File: config.mk
export PLATFORM = sky130hd
export DESIGN_NAME = plot_sequencer
export DESIGN_NICKNAME = d
export VERILOG_FILES = /design/src/rtl/plot_sequencer.sv
export SDC_FILE = /design/constraint.sdc
export NUM_CORES = 1
export LEC_CHECK = 0
export CAP_MARGIN = 15
export CORE_ASPECT_RATIO = 0.6
export CORE_UTILIZATION = 45
export DETAILED_ROUTE_END_ITERATION = 12
export GPL_TIMING_DRIVEN = 0
export PLACE_DENSITY = 0.77
export SLEW_MARGIN = 20
export SYNTH_ARGS = -nofsm -noshare
export SYNTH_HDL_FRONTEND = slang
export SYNTH_SLANG_ARGS = --single-unit
File: constraint.sdc
create_clock -name clk -period 1.9 [get_ports clk]
set_clock_uncertainty 0.1 [all_clocks]
set_input_delay 0.285 -clock clk [delete_from_list [all_inputs] [get_ports clk]]
set_output_delay 0.285 -clock clk [all_outputs]
set_load 0.01 [all_outputs]
File: src/rtl/plot_sequencer.sv
// Column scheduler: waits for the parser, then for each column evaluates y(x), maps it to a row
// and writes one pixel. Out-of-range or failed evaluations skip the pixel but still advance the column.
module plot_sequencer #(
   parameter int                      NUMBER_WIDTH          = 16,
   parameter int                      FRACTIONAL_PART_WIDTH = 8,
   parameter int                      SCREEN_WIDTH          = 640,
   parameter int                      SCREEN_HEIGHT         = 480,
   parameter int                      Y_CENTER              = 240,
   parameter logic [NUMBER_WIDTH-1:0] X_MIN                 = 16'hB000,
   parameter logic [NUMBER_WIDTH-1:0] X_STEP                = 16'h0040,
   localparam int                     XW                    = $clog2(SCREEN_WIDTH),
   localparam int                     YW                    = $clog2(SCREEN_HEIGHT)
) (
   input  logic                    clk,
   input  logic                    rst_n,
   input  logic                    start,
   input  logic                    parser_ready,
   output logic                    eval_start,
   output logic [NUMBER_WIDTH-1:0] eval_x,
   input  logic                    eval_done,
   input  logic [NUMBER_WIDTH-1:0] eval_y,
   input  logic                    eval_error,
   output logic                    pixel_valid,
   output logic [XW-1:0]           pixel_x,
   output logic [YW-1:0]           pixel_y,
   input  logic                    pixel_ready,
   output logic                    busy,
   output logic                    done
);

   typedef enum logic [2:0] {
      IDLE, WAIT_PARSER, ISSUE_EVAL, WAIT_EVAL, MAP_ROW, WRITE_PIXEL, NEXT_COL
   } state_t;

   localparam logic signed [NUMBER_WIDTH+1:0] ROW_CENTER = (NUMBER_WIDTH+2)'(Y_CENTER);
   localparam logic signed [NUMBER_WIDTH+1:0] ROW_LIMIT  = (NUMBER_WIDTH+2)'(SCREEN_HEIGHT);
   localparam logic [XW-1:0]                  LAST_COL   = XW'(SCREEN_WIDTH - 1);

   state_t                   state, state_nxt;
   logic [XW-1:0]            col;
   logic [NUMBER_WIDTH-1:0]  y_q;
   logic                     err_q;
   logic signed [NUMBER_WIDTH+1:0] y_ext, yi, row;
   logic                     row_ok;

   // Two guard bits keep Y_CENTER - floor(y) from wrapping for any input y.
   assign y_ext  = {{2{y_q[NUMBER_WIDTH-1]}}, y_q};
   assign yi     = y_ext >>> FRACTIONAL_PART_WIDTH;
   assign row    = ROW_CENTER - yi;
   assign row_ok = !err_q && !row[NUMBER_WIDTH+1] && (row < ROW_LIMIT);

   always_ff @(posedge clk or negedge rst_n) begin
      if (!rst_n) state <= IDLE;
      else        state <= state_nxt;
   end

   always_comb begin
      state_nxt   = state;
      eval_start  = 1'b0;
      pixel_valid = 1'b0;
      done        = 1'b0;
      busy        = (state != IDLE);
      case (state)
         IDLE:        if (start) state_nxt = WAIT_PARSER;
         WAIT_PARSER: if (parser_ready) state_nxt = ISSUE_EVAL;
         ISSUE_EVAL: begin
            eval_start = 1'b1;
            state_nxt  = WAIT_EVAL;
         end
         WAIT_EVAL:   if (eval_done) state_nxt = MAP_ROW;
         MAP_ROW:     state_nxt = row_ok ? WRITE_PIXEL : NEXT_COL;
         WRITE_PIXEL: begin
            pixel_valid = 1'b1;
            if (pixel_ready) state_nxt = NEXT_COL;
         end
         NEXT_COL: begin
            if (col == LAST_COL) begin
               done      = 1'b1;
               state_nxt = IDLE;
            end else begin
               state_nxt = ISSUE_EVAL;
            end
         end
         default:     state_nxt = IDLE;
      endcase
   end

   always_ff @(posedge clk or negedge rst_n) begin
      if (!rst_n) begin
         col     <= '0;
         eval_x  <= '0;
         y_q     <= '0;
         err_q   <= 1'b0;
         pixel_x <= '0;
         pixel_y <= '0;
      end else begin
         case (state)
            IDLE: if (start) begin
               col    <= '0;
               eval_x <= X_MIN;
            end
            WAIT_EVAL: if (eval_done) begin
               y_q   <= eval_y;
               err_q <= eval_error;
            end
            MAP_ROW: if (row_ok) begin
               pixel_x <= col;
               pixel_y <= row[YW-1:0];
            end
            NEXT_COL: if (col != LAST_COL) begin
               col    <= col + XW'(1);
               eval_x <= eval_x + X_STEP;
            end
            default: ;
         endcase
      end
   end

endmodule

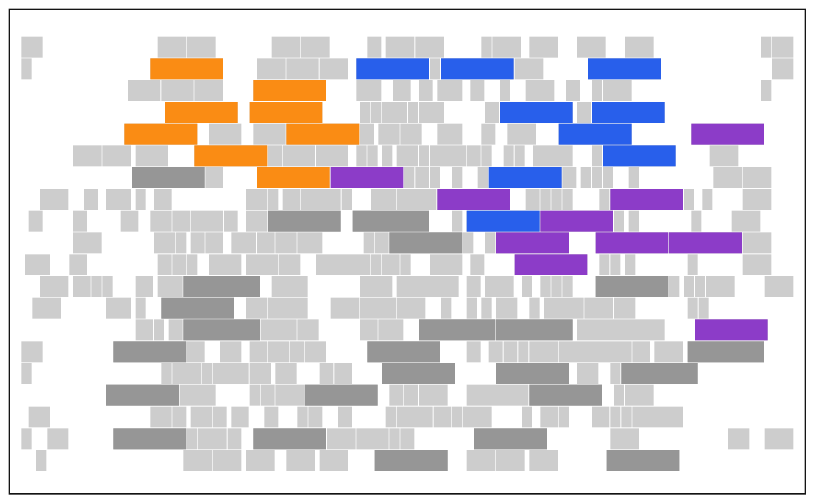
run_1/ff_map.png
(8 px per µm)
[purple] pixel_x | sequential cells: 10
[orange] y_q | sequential cells: 8
[blue] pixel_y | sequential cells: 9
not coloured: 24

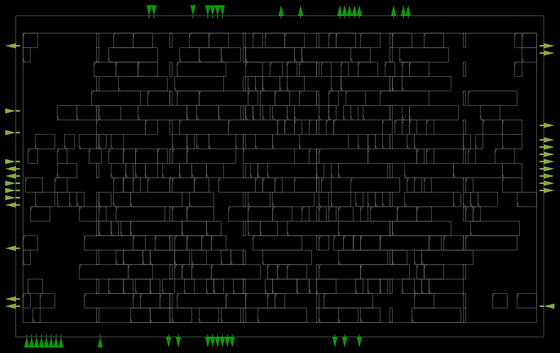
run_1/placed.png
TAP cells: 66
utilization of the core after routing: 0.636
sequential cell area share: 0.384
core area: 0.00526 mm²

==> flow_metrics.tcl, run 1 <==
# implementation run metrics
set metrics [dict create \
    nNetsFinal 351 \
    fin_cells 391 \
    grt_pass1_vias 1905 \
    synth_area_leader_cell "dfrtp_1" \
    internal_power_w 0.00271 \
    finalCritPeriodShare 0.961 \
    dieArea_mm2 0.00600 \
    viasPerCell 5.38 \
    rsz0062_at_grt "no" \
    outcome "complete, no violations" \
    synth-simple-area-share 0.268 \
    warning_count 35 \
    synthArstFlopShare 1.00 \
    cts_sinks 51 \
    top_logic_kind "simple AND/OR/NAND/NOR gates" \
    cp_top_family "buffers and inverters" \
    n_antenna_cell 0 \
    xor_area_frac 0.0240 \
    p_clk_frac 0.178 \
    p_sw_frac 0.348 \
    area_leaders "dfrtp_1 (50%), nand2_1 (9.5%), mux2_2 (4.0%)" \
    grt_pass1_wl_mm 9.31 \
    final_common_cell "nand2_1" \
    report.final.slew_viol_count 0 \
    hold_path.startpoint "pixel_x[2]" \
    dp.cells 379 \
    hold_viol_final 0 \
    wl_per_cell_um 14.8 \
    cp_slowest_stage_delay_ps 400 \
    fp_util 0.487 \
    grt-ovfl-total 0 \
    ys.flop_type "dfrtp_1" \
    worstPathCellList "buf_4 -> buf_4 -> and3_1 -> dlygate4sd2_1" \
    max_freq_mhz 547 \
    dpl_worst_slack_ps -262 \
    portBuffers 47 \
    ys_warn_count 0 \
]
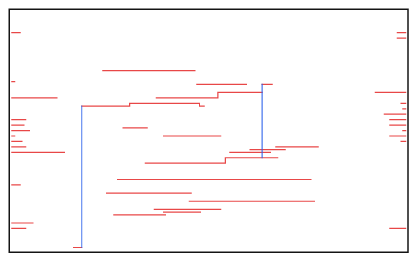
run_1/layers.png
(4 px per µm) Two of the layers only.
[red] M3 | wire length: 415 µm
[blue] M4 | wire length: 53.7 µm

-- run 1: metal layers --
layer | GRT usage | wire (µm) | vias to the layer above | share of wire
met4 | 0.0546 | 53 | 0 | 0.0092
met1 | 0.312 | 2860 | 1004 | 0.50
met3 | 0.0541 | 415 | 5 | 0.072
met2 | 0.291 | 2440 | 66 | 0.42
met5 | 0 | 0 | - | 0
li1 | - | - | 1027 | -
-- run 1: flip-flops by register name, indices dropped and copies added, names as in the netlist --
name     cells
err_q        1
eval_x      10
pixel_y      9
state        3
col         10
y_q          8
pixel_x     10
-- run 1: synth_stat cells (all sizes together) (2+ instances only) --
library cell,count
nor3,5
nand3b,2
inv,5
nand4,7
nand2b,3
nor3b,2
nor2b,2
mux2,9
nand3,15
and3,3
xnor2,5
nor2,8
o22ai,2
o31ai,5
nand2,65
or4,5
xor2,2
dfrtp,51
a21oi,4
nor4,4
o21ai,12
and2,2
or3,4
clkbuf,6
ha,3
mux2i,9
buf,11
-- run 1: repair_timing --
item | 4_1_cts | 5_1_grt
setup endpoints to repair | 18 | 25
pin swaps | 0 | 2
hold buffers | 1 | 0
buffers inserted | 4 | 0
hold endpoints to repair | 51 | 0
resized | 17 | 21
-- run 1: power by group through the flow --
stage                     clock (W)  combinational (W)  sequential, W
final                      0.000738            0.00167        0.00175
after global routing       0.000795            0.00184        0.00180
after CTS                  0.000746            0.00167        0.00175
after detailed placement          0            0.00156        0.00179
after global placement            0            0.00152        0.00178
after floorplan                   0           0.000821        0.00179
-- run 1: cell type report --
class | instances | area (µm²)
buffer | 17 | 111
sequential | 51 | 1280
timing repair buffer | 52 | 495
inverter | 5 | 18.8
clock inverter | 2 | 37.5
clock buffer | 5 | 68.8
multi-input combinational | 193 | 1240
tap | 66 | 82.6
fill | 408 | 1910
==> run 1 -> run 2 <==
--- a/config.mk
+++ b/config.mk
@@ -8,7 +8,9 @@
 export CAP_MARGIN = 15
 export CORE_ASPECT_RATIO = 0.6
 export CORE_UTILIZATION = 45
+export CTS_CLUSTER_SIZE = 25
 export DETAILED_ROUTE_END_ITERATION = 12
+export GPL_ROUTABILITY_DRIVEN = 0
 export GPL_TIMING_DRIVEN = 0
 export PLACE_DENSITY = 0.77
 export SLEW_MARGIN = 20
==> run 2 against run 1 <==
Synthesized area stayed put. Utilization is the same. Critical path depth did not move. Combinational power barely moved. Fmax stayed put. Sequential share of layout area unchanged. Critical path type unchanged.
==> flow_metrics.tcl, run 2 <==
# implementation run metrics
set metrics [dict create \
    warning_count 35 \
    synth-simple-area-share 0.268 \
    portBuffers 47 \
    hold_viol_final 0 \
    dpl_cell_area_mm2 0.00313 \
    nNetsFinal 351 \
    grt_pass1_vias 1905 \
    rsz0062_at_grt "no" \
    final_common_cell "nand2_1" \
    num_rows 20 \
    dp.cells 379 \
    outcome "complete, no violations" \
    power_leakage_nw 1.49 \
    area_leaders "dfrtp_1 (50%), nand2_1 (9.5%), mux2_2 (4.0%)" \
    common_cells "nand2_1 (65), dfrtp_1 (51), nand3_1 (14), o21ai_0 (11)" \
    core-area_mm2 0.00526 \
    max_freq_mhz 547 \
    ys.flop_type "dfrtp_1" \
    final_util 0.636 \
    synthArstFlopShare 1.00 \
    dieArea_mm2 0.00600 \
    met1_usage 0.312 \
    grt.met2_usage 0.291 \
    grt-ovfl-total 0 \
    n_antenna_cell 0 \
    grt_busiest_layer "met1" \
    met2_wirelength_mm 2.44 \
    start_kind "register" \
    grt_pass1_wl_mm 9.31 \
    synth_area_leader_cell "dfrtp_1" \
    layout_top_cells "nand2_1 (65), dfrtp_1 (44), clkdlybuf4s50_1 (42)" \
    viasPerCell 5.38 \
    cts_sinks 51 \
    xor_area_frac 0.0240 \
    fin_cells 391 \
    finalCritPeriodShare 0.961 \
    most_common_cell "nand2_1" \
    ys_warn_count 0 \
    dr.max_layer_used "met4" \
    dpl_worst_slack_ps -262 \
    top_regs "col (10), eval_x (10), pixel_x (10)" \
    report.final.slew_viol_count 0 \
]
==> run 2: cell counts after synthesis <==
No cell type changed its count.
==> run 2: repair_timing <==
action                                  4_1_cts  5_1_grt
setup buffers                                 4        0
gates resized                                17       21
pin swaps                                     0        2
endpoints found under the setup margin       18       25
hold endpoints to repair                     51        0
hold buffers                                  1        0
==> run 2: path summary, 6_finish.rpt <==
check                      slack [ps]       start          end
setup reg to reg                   80      col[7]       col[7]
max in group asynchronous         780       rst_n       col[0]
hold / removal                    380  pixel_x[2]   pixel_x[2]
hold reg to reg                   380  pixel_x[2]   pixel_x[2]
setup / recovery                   70    state[2]  pixel_valid
min in group asynchronous         440       rst_n    eval_x[8]
==> run 2: where the power goes <==
group          total, W  internal (W)  switching, W  leakage (nW)
combinational   0.00167      0.000890      0.000779         0.796
sequential      0.00175       0.00143      0.000316         0.642
clock          0.000738      0.000385      0.000353        0.0502
==> run 2: logic make-up (layout without fill, tap and decap cells) <==
group / Yosys count / in the layout
DFF: 51 / 51
other: 1 / 6
muxes: 18 / 18
buffers and inverters: 22 / 81
and+or+nand+nor: 131 / 131
adders and majority gates: 3 / 3
AOI/OAI and AO/OA: 28 / 28
xor gates and xnor gates: 7 / 7
==> run 2: cell type report <==
| type | count | area (µm²) |
|---|---|---|
| Timing Repair Buffer | 52 | 495 |
| Fill cell | 408 | 1910 |
| Multi-Input combinational cell | 193 | 1240 |
| Clock inverter | 2 | 37.5 |
| Sequential cell | 51 | 1280 |
| Buffer | 17 | 111 |
| Tap cell | 66 | 82.6 |
| Clock buffer | 5 | 68.8 |
| Inverter | 5 | 18.8 |
==> run 2: critical path: stages, from the launching register on <==
cell and delay, ps:
dfrtp_1 400, buf_4 160, buf_4 160, and3_1 140
dlygate4sd2_1 270
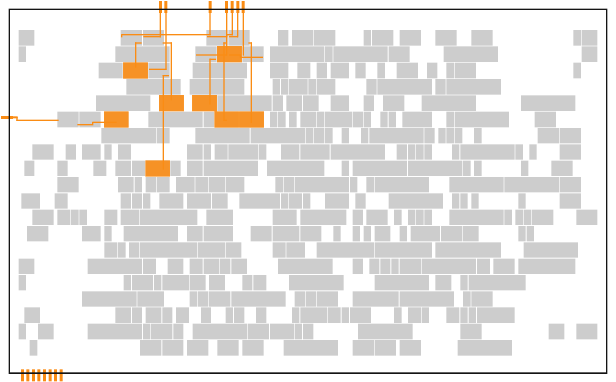
run_2/port_trees.png
(6 px per µm)
[orange] eval_y | bits: 16 | direction: input | edge: 8 south, 7 north, 1 west | end cells: 8 | buffers: 8 | wire: 161 µm

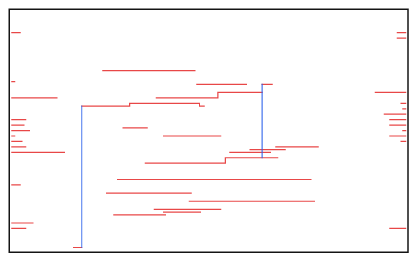
run_2/layers.png
(4 px per µm) Two of the layers only.
[red] M3 | wire length: 415 µm
[blue] M4 | wire length: 53.7 µm
GRT Util Overall: 0.205
drt wl/cell: 14.8 µm
Via Count: 2102
drt total wl: 5.77 mm

No activity file was given, so power comes from the tool's default toggle rates.
